<file path="config.mk">
export PLATFORM = sky130hd
export DESIGN_NAME = opcode_prefetch_decoder
export DESIGN_NICKNAME = d
export VERILOG_FILES = /design/src/rtl/opcode_prefetch_decoder.sv
export SDC_FILE = /design/constraint.sdc
export NUM_CORES = 1
export LEC_CHECK = 0
export CORE_ASPECT_RATIO = 1.2
export CORE_UTILIZATION = 50
export CTS_CLUSTER_SIZE = 8
export DETAILED_ROUTE_END_ITERATION = 10
export GPL_TIMING_DRIVEN = 1
export HOLD_SLACK_MARGIN = 0.12
export PLACE_DENSITY = 0.77
export REMOVE_ABC_BUFFERS = 1
export SLEW_MARGIN = 10
export SYNTH_ARGS = -nofsm -noshare
export SYNTH_HDL_FRONTEND = slang
export SYNTH_SLANG_ARGS = --single-unit
</file>
<file path="constraint.sdc">
create_clock -name cpu_clk -period 8.49 [get_ports cpu_clk]
set_input_delay 1.698 -clock cpu_clk [delete_from_list [all_inputs] [get_ports cpu_clk]]
set_output_delay 1.698 -clock cpu_clk [all_outputs]
set_load 0.005 [all_outputs]
</file>
<file path="src/rtl/opcode_prefetch_decoder.sv">
// opcode_prefetch_decoder
//   Byte prefetch queue plus instruction-header assembler. Bytes are fetched
//   ahead of execution into a circular queue. An assembler FSM pops them,
//   strips the 0x10/0x11 page prefix and collects any postbyte. The result is
//   one aligned header record, offered on a valid/ready handshake.
//
//   Optional feature macro: OPQ_PREFIX_CHAIN_EN. When it is defined, repeated
//   prefixes are consumed and the last one wins. When it is not defined, a
//   second prefix is taken as postbyte0.
//
// Ports
//   cpu_clk, cpu_reset_n      clock and synchronous active-low reset
//   flush, flush_addr         drop queue and record; restart fetch at flush_addr
//   mem_rd_req/addr/ack/data  single-outstanding byte read port
//   dec_valid/dec_ready       header record handshake
//   dec_pc .. dec_len         header record fields
//   q_level                   bytes currently queued
module opcode_prefetch_decoder #(
   parameter int            DEPTH    = 4,
   parameter int            AW       = 16,
   parameter logic [AW-1:0] RESET_PC = '0
) (
   input  logic                     cpu_clk,
   input  logic                     cpu_reset_n,
   input  logic                     flush,
   input  logic [AW-1:0]            flush_addr,
   output logic                     mem_rd_req,
   output logic [AW-1:0]            mem_addr,
   input  logic                     mem_rd_ack,
   input  logic [7:0]               mem_data_in,
   output logic                     dec_valid,
   input  logic                     dec_ready,
   output logic [AW-1:0]            dec_pc,
   output logic [7:0]               dec_opcode,
   output logic [7:0]               dec_postbyte0,
   output logic                     dec_page2_valid,
   output logic                     dec_page3_valid,
   output logic [7:0]               dec_postbyte,
   output logic                     dec_has_post,
   output logic [2:0]               dec_len,
   output logic [$clog2(DEPTH):0]   q_level
);
   localparam int PW = $clog2(DEPTH);
   localparam logic [PW:0] FULL = (PW+1)'(DEPTH);

   typedef enum logic [1:0] {S_OP, S_PAGE, S_POST, S_OUT} state_t;

   // queue
   logic [7:0]    r_q [DEPTH];
   logic [PW-1:0] r_wp, r_rp;
   logic [PW:0]   r_lvl;
   logic [AW-1:0] r_head;      // address of the byte at the queue head
   // fetch
   logic          r_req, r_disc;
   logic [AW-1:0] r_addr, r_tgt;
   // assembler
   state_t        r_state, w_nstate;
   logic [AW-1:0] r_pc;
   logic [7:0]    r_op, r_pb0, r_pb;
   logic          r_pg2, r_pg3, r_hp;
   logic [2:0]    r_len;

   logic          w_ack, w_push, w_pop, w_start, w_avail;
   logic [7:0]    w_byte;
   logic          w_is_pfx, w_need_post, w_pg_post;
   logic [PW:0]   w_lvl_nxt;
   logic [2:0]    w_len_inc;

   assign w_ack     = mem_rd_ack & r_req;
   // discarded acks (post-flush in-flight read, or an ack in the flush cycle) never reach the queue
   assign w_push    = w_ack & ~r_disc & ~flush;
   assign w_avail   = (r_lvl != '0);
   assign w_byte    = r_q[r_rp];
   assign w_lvl_nxt = r_lvl + (PW+1)'(w_push) - (PW+1)'(w_pop);
   assign w_len_inc = (r_len == 3'd7) ? 3'd7 : r_len + 3'd1;

   assign w_is_pfx    = (w_byte[7:1] == 7'b0001000);
   assign w_pg_post   = (w_byte[7:4] == 4'hA) | (w_byte[7:4] == 4'hE);
   assign w_need_post = (w_byte == 8'h1E) | (w_byte == 8'h1F) | (w_byte[7:3] == 5'b00110) |
                        (w_byte[7:4] == 4'h6) | w_pg_post;

   always_comb begin
      w_nstate = r_state;
      w_pop    = 1'b0;
      w_start  = 1'b0;
      case (r_state)
         S_OP:   if (w_avail) w_start = 1'b1;
         S_PAGE: if (w_avail) begin
            w_pop = 1'b1;
`ifdef OPQ_PREFIX_CHAIN_EN
            if (w_is_pfx) w_nstate = S_PAGE;
            else
`endif
            w_nstate = w_pg_post ? S_POST : S_OUT;
         end
         S_POST: if (w_avail) begin
            w_pop    = 1'b1;
            w_nstate = S_OUT;
         end
         S_OUT: if (dec_ready) begin
            // back-to-back: the next record starts in the transfer cycle
            if (w_avail) w_start  = 1'b1;
            else         w_nstate = S_OP;
         end
         default: w_nstate = S_OP;
      endcase
      if (w_start) begin
         w_pop    = 1'b1;
         w_nstate = w_is_pfx ? S_PAGE : (w_need_post ? S_POST : S_OUT);
      end
   end

   always_ff @(posedge cpu_clk) begin
      if (!cpu_reset_n) begin
         r_wp    <= '0;
         r_rp    <= '0;
         r_lvl   <= '0;
         r_head  <= RESET_PC;
         r_req   <= 1'b0;
         r_disc  <= 1'b0;
         r_addr  <= RESET_PC;
         r_tgt   <= RESET_PC;
         r_state <= S_OP;
         r_pc    <= '0;
         r_op    <= '0;
         r_pb0   <= '0;
         r_pb    <= '0;
         r_pg2   <= 1'b0;
         r_pg3   <= 1'b0;
         r_hp    <= 1'b0;
         r_len   <= '0;
      end else if (flush) begin
         r_wp    <= '0;
         r_rp    <= '0;
         r_lvl   <= '0;
         r_head  <= flush_addr;
         r_state <= S_OP;
         r_req   <= 1'b1;
         // an outstanding read keeps its address; its data is dropped on ack
         if (r_req && !mem_rd_ack) begin
            r_disc <= 1'b1;
            r_tgt  <= flush_addr;
         end else begin
            r_disc <= 1'b0;
            r_addr <= flush_addr;
         end
      end else begin
         if (w_ack) begin
            if (r_disc) begin
               r_addr <= r_tgt;
               r_disc <= 1'b0;
            end else begin
               r_addr <= r_addr + AW'(1);
            end
         end
         // request reflects the level it will see, so at most one read is outstanding
         if (!r_req || w_ack) r_req <= (w_lvl_nxt < FULL);
         if (w_push) begin
            r_q[r_wp] <= mem_data_in;
            r_wp      <= r_wp + PW'(1);
         end
         if (w_pop) begin
            r_rp   <= r_rp + PW'(1);
            r_head <= r_head + AW'(1);
         end
         r_lvl   <= w_lvl_nxt;
         r_state <= w_nstate;

         if (w_start) begin
            r_pc  <= r_head;
            r_op  <= w_byte;
            r_pb0 <= '0;
            r_pb  <= '0;
            r_pg2 <= (w_byte == 8'h10);
            r_pg3 <= (w_byte == 8'h11);
            r_hp  <= 1'b0;
            r_len <= 3'd1;
         end else if (w_pop) begin
            r_len <= w_len_inc;
            if (r_state == S_PAGE) begin
`ifdef OPQ_PREFIX_CHAIN_EN
               if (w_is_pfx) begin
                  r_op  <= w_byte;
                  r_pg2 <= (w_byte == 8'h10);
                  r_pg3 <= (w_byte == 8'h11);
               end else
`endif
               r_pb0 <= w_byte;
            end else begin
               r_pb <= w_byte;
               r_hp <= 1'b1;
            end
         end
      end
   end

   assign mem_rd_req      = r_req;
   assign mem_addr        = r_addr;
   assign dec_valid       = (r_state == S_OUT);
   assign dec_pc          = r_pc;
   assign dec_opcode      = r_op;
   assign dec_postbyte0   = r_pb0;
   assign dec_page2_valid = r_pg2;
   assign dec_page3_valid = r_pg3;
   assign dec_postbyte    = r_pb;
   assign dec_has_post    = r_hp;
   assign dec_len         = r_len;
   assign q_level         = r_lvl;
endmodule

</file>
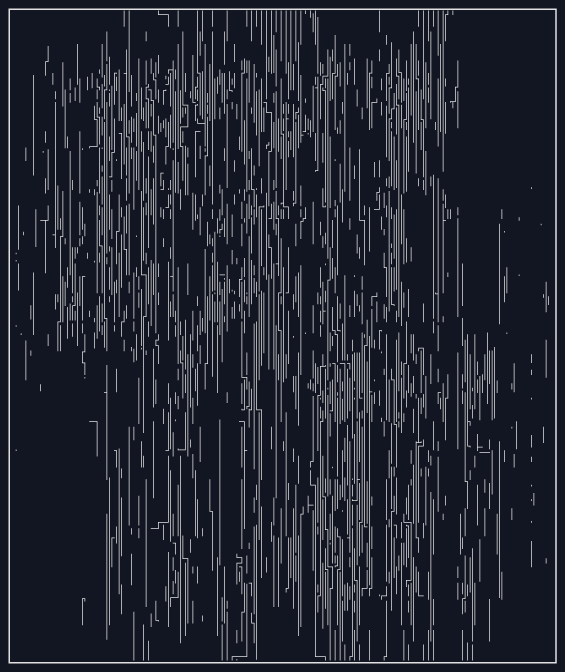
**Above:** the metal 2 layer.
longest straight run: 46.6 um
main direction: vertical
nets with wire on the layer: 621
share of all routed wire: 49%

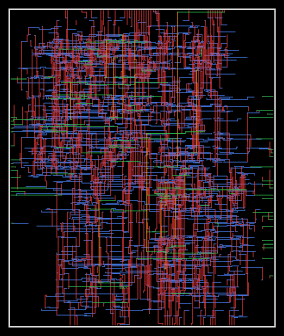
**Above:** metal layers overlaid.
legend:
  M4:
    color: orange
    wire_length: 331 um
  M3:
    color: green
    wire_length: 790 um
  M2:
    color: red
    wire_length: 7120 um
  M1:
    color: blue
    wire_length: 6180 um

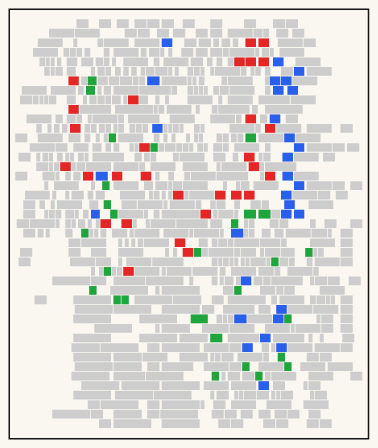
**Above:** logic cells by family.
legend:
  non-inverting ao/oa cells:
    color: blue
    cells: 30
    most_used: a22o_1
  xor and xnor cells:
    color: red
    cells: 29
    most_used: xnor2_1
  and/or cells:
    color: green
    cells: 28
    most_used: and2_1

==> impl_metrics.json <==
{
  "wl_met2_mm": 7.12,
  "ys_seq_elements": 139,
  "critical_path.n_buffers_inverters": 3,
  "clk_share_pct": 7.89,
  "hold_viol": 0,
  "yosysTopAreaCell": "dfxtp_1",
  "holdCritPathClass": "flop to flop",
  "seq_cell_count": 139,
  "place_area_mm2": 0.00709,
  "viasPerCell": 5.70,
  "sh_comb_area_pct": 35.5,
  "drive_gt1_share_pct": 7.20,
  "top_layer": "met4",
  "worst_ep_required_time_ns": 8.75,
  "wl_met3_um": 790,
  "nClkBuffers": 18,
  "ys_sh_mux_pct": 6.50,
  "p_sw_share_pct": 30.9,
  "fin_cells": 865,
  "die-area_mm2": 0.0125,
  "cts.sinks": 139,
  "maxPowerGroup": "sequential cells",
  "crit_cells": 12,
  "ant_nets": 0,
  "netlist.area_leader.share_pct": 35.6,
  "grt_max_degree": 56,
  "crit_start": "flush",
  "comb_power_share_pct": 28.5,
  "common_cells": "dfxtp_1, nand2_1, a21oi_1, nor2_1, clkbuf_1",
  "simple_gate_share_pct": 16.4,
  "rsz0062_at_grt": "false",
  "n_all_inverters": 12,
  "port-buffer-count": 95,
  "end_kind": "flop",
  "outcome": "finished clean",
  "min_to": "r_tgt[7]$_SDFFE_PN0P_",
  "clkLatencyLatePin_ns": 0.41
}
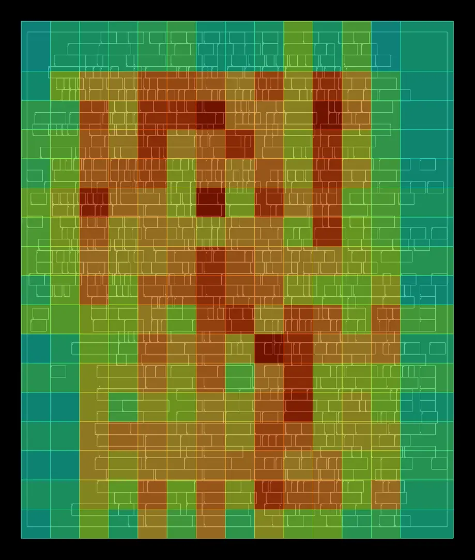
**Above:** congestion heat map.
global-route met1 utilization: 30.3%
GR Layer Usage met3: 5.41%
final core occ: 66.2%

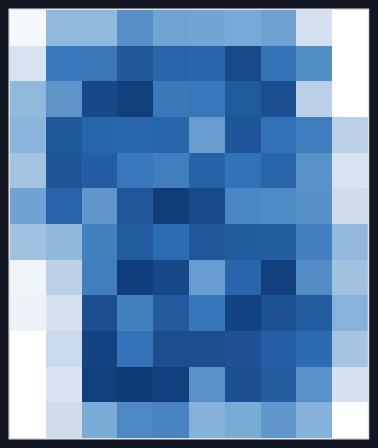
**Above:** cell area per tile.
10 x 12 tiles, from white (low) to dark blue (high), 0 to 100% covered.
mean over tiles: 60%
nearly empty tiles: 5.8%
emptiest ninth of the die: south-west
tiles over 75% full: 38%
fullest tile: 96%

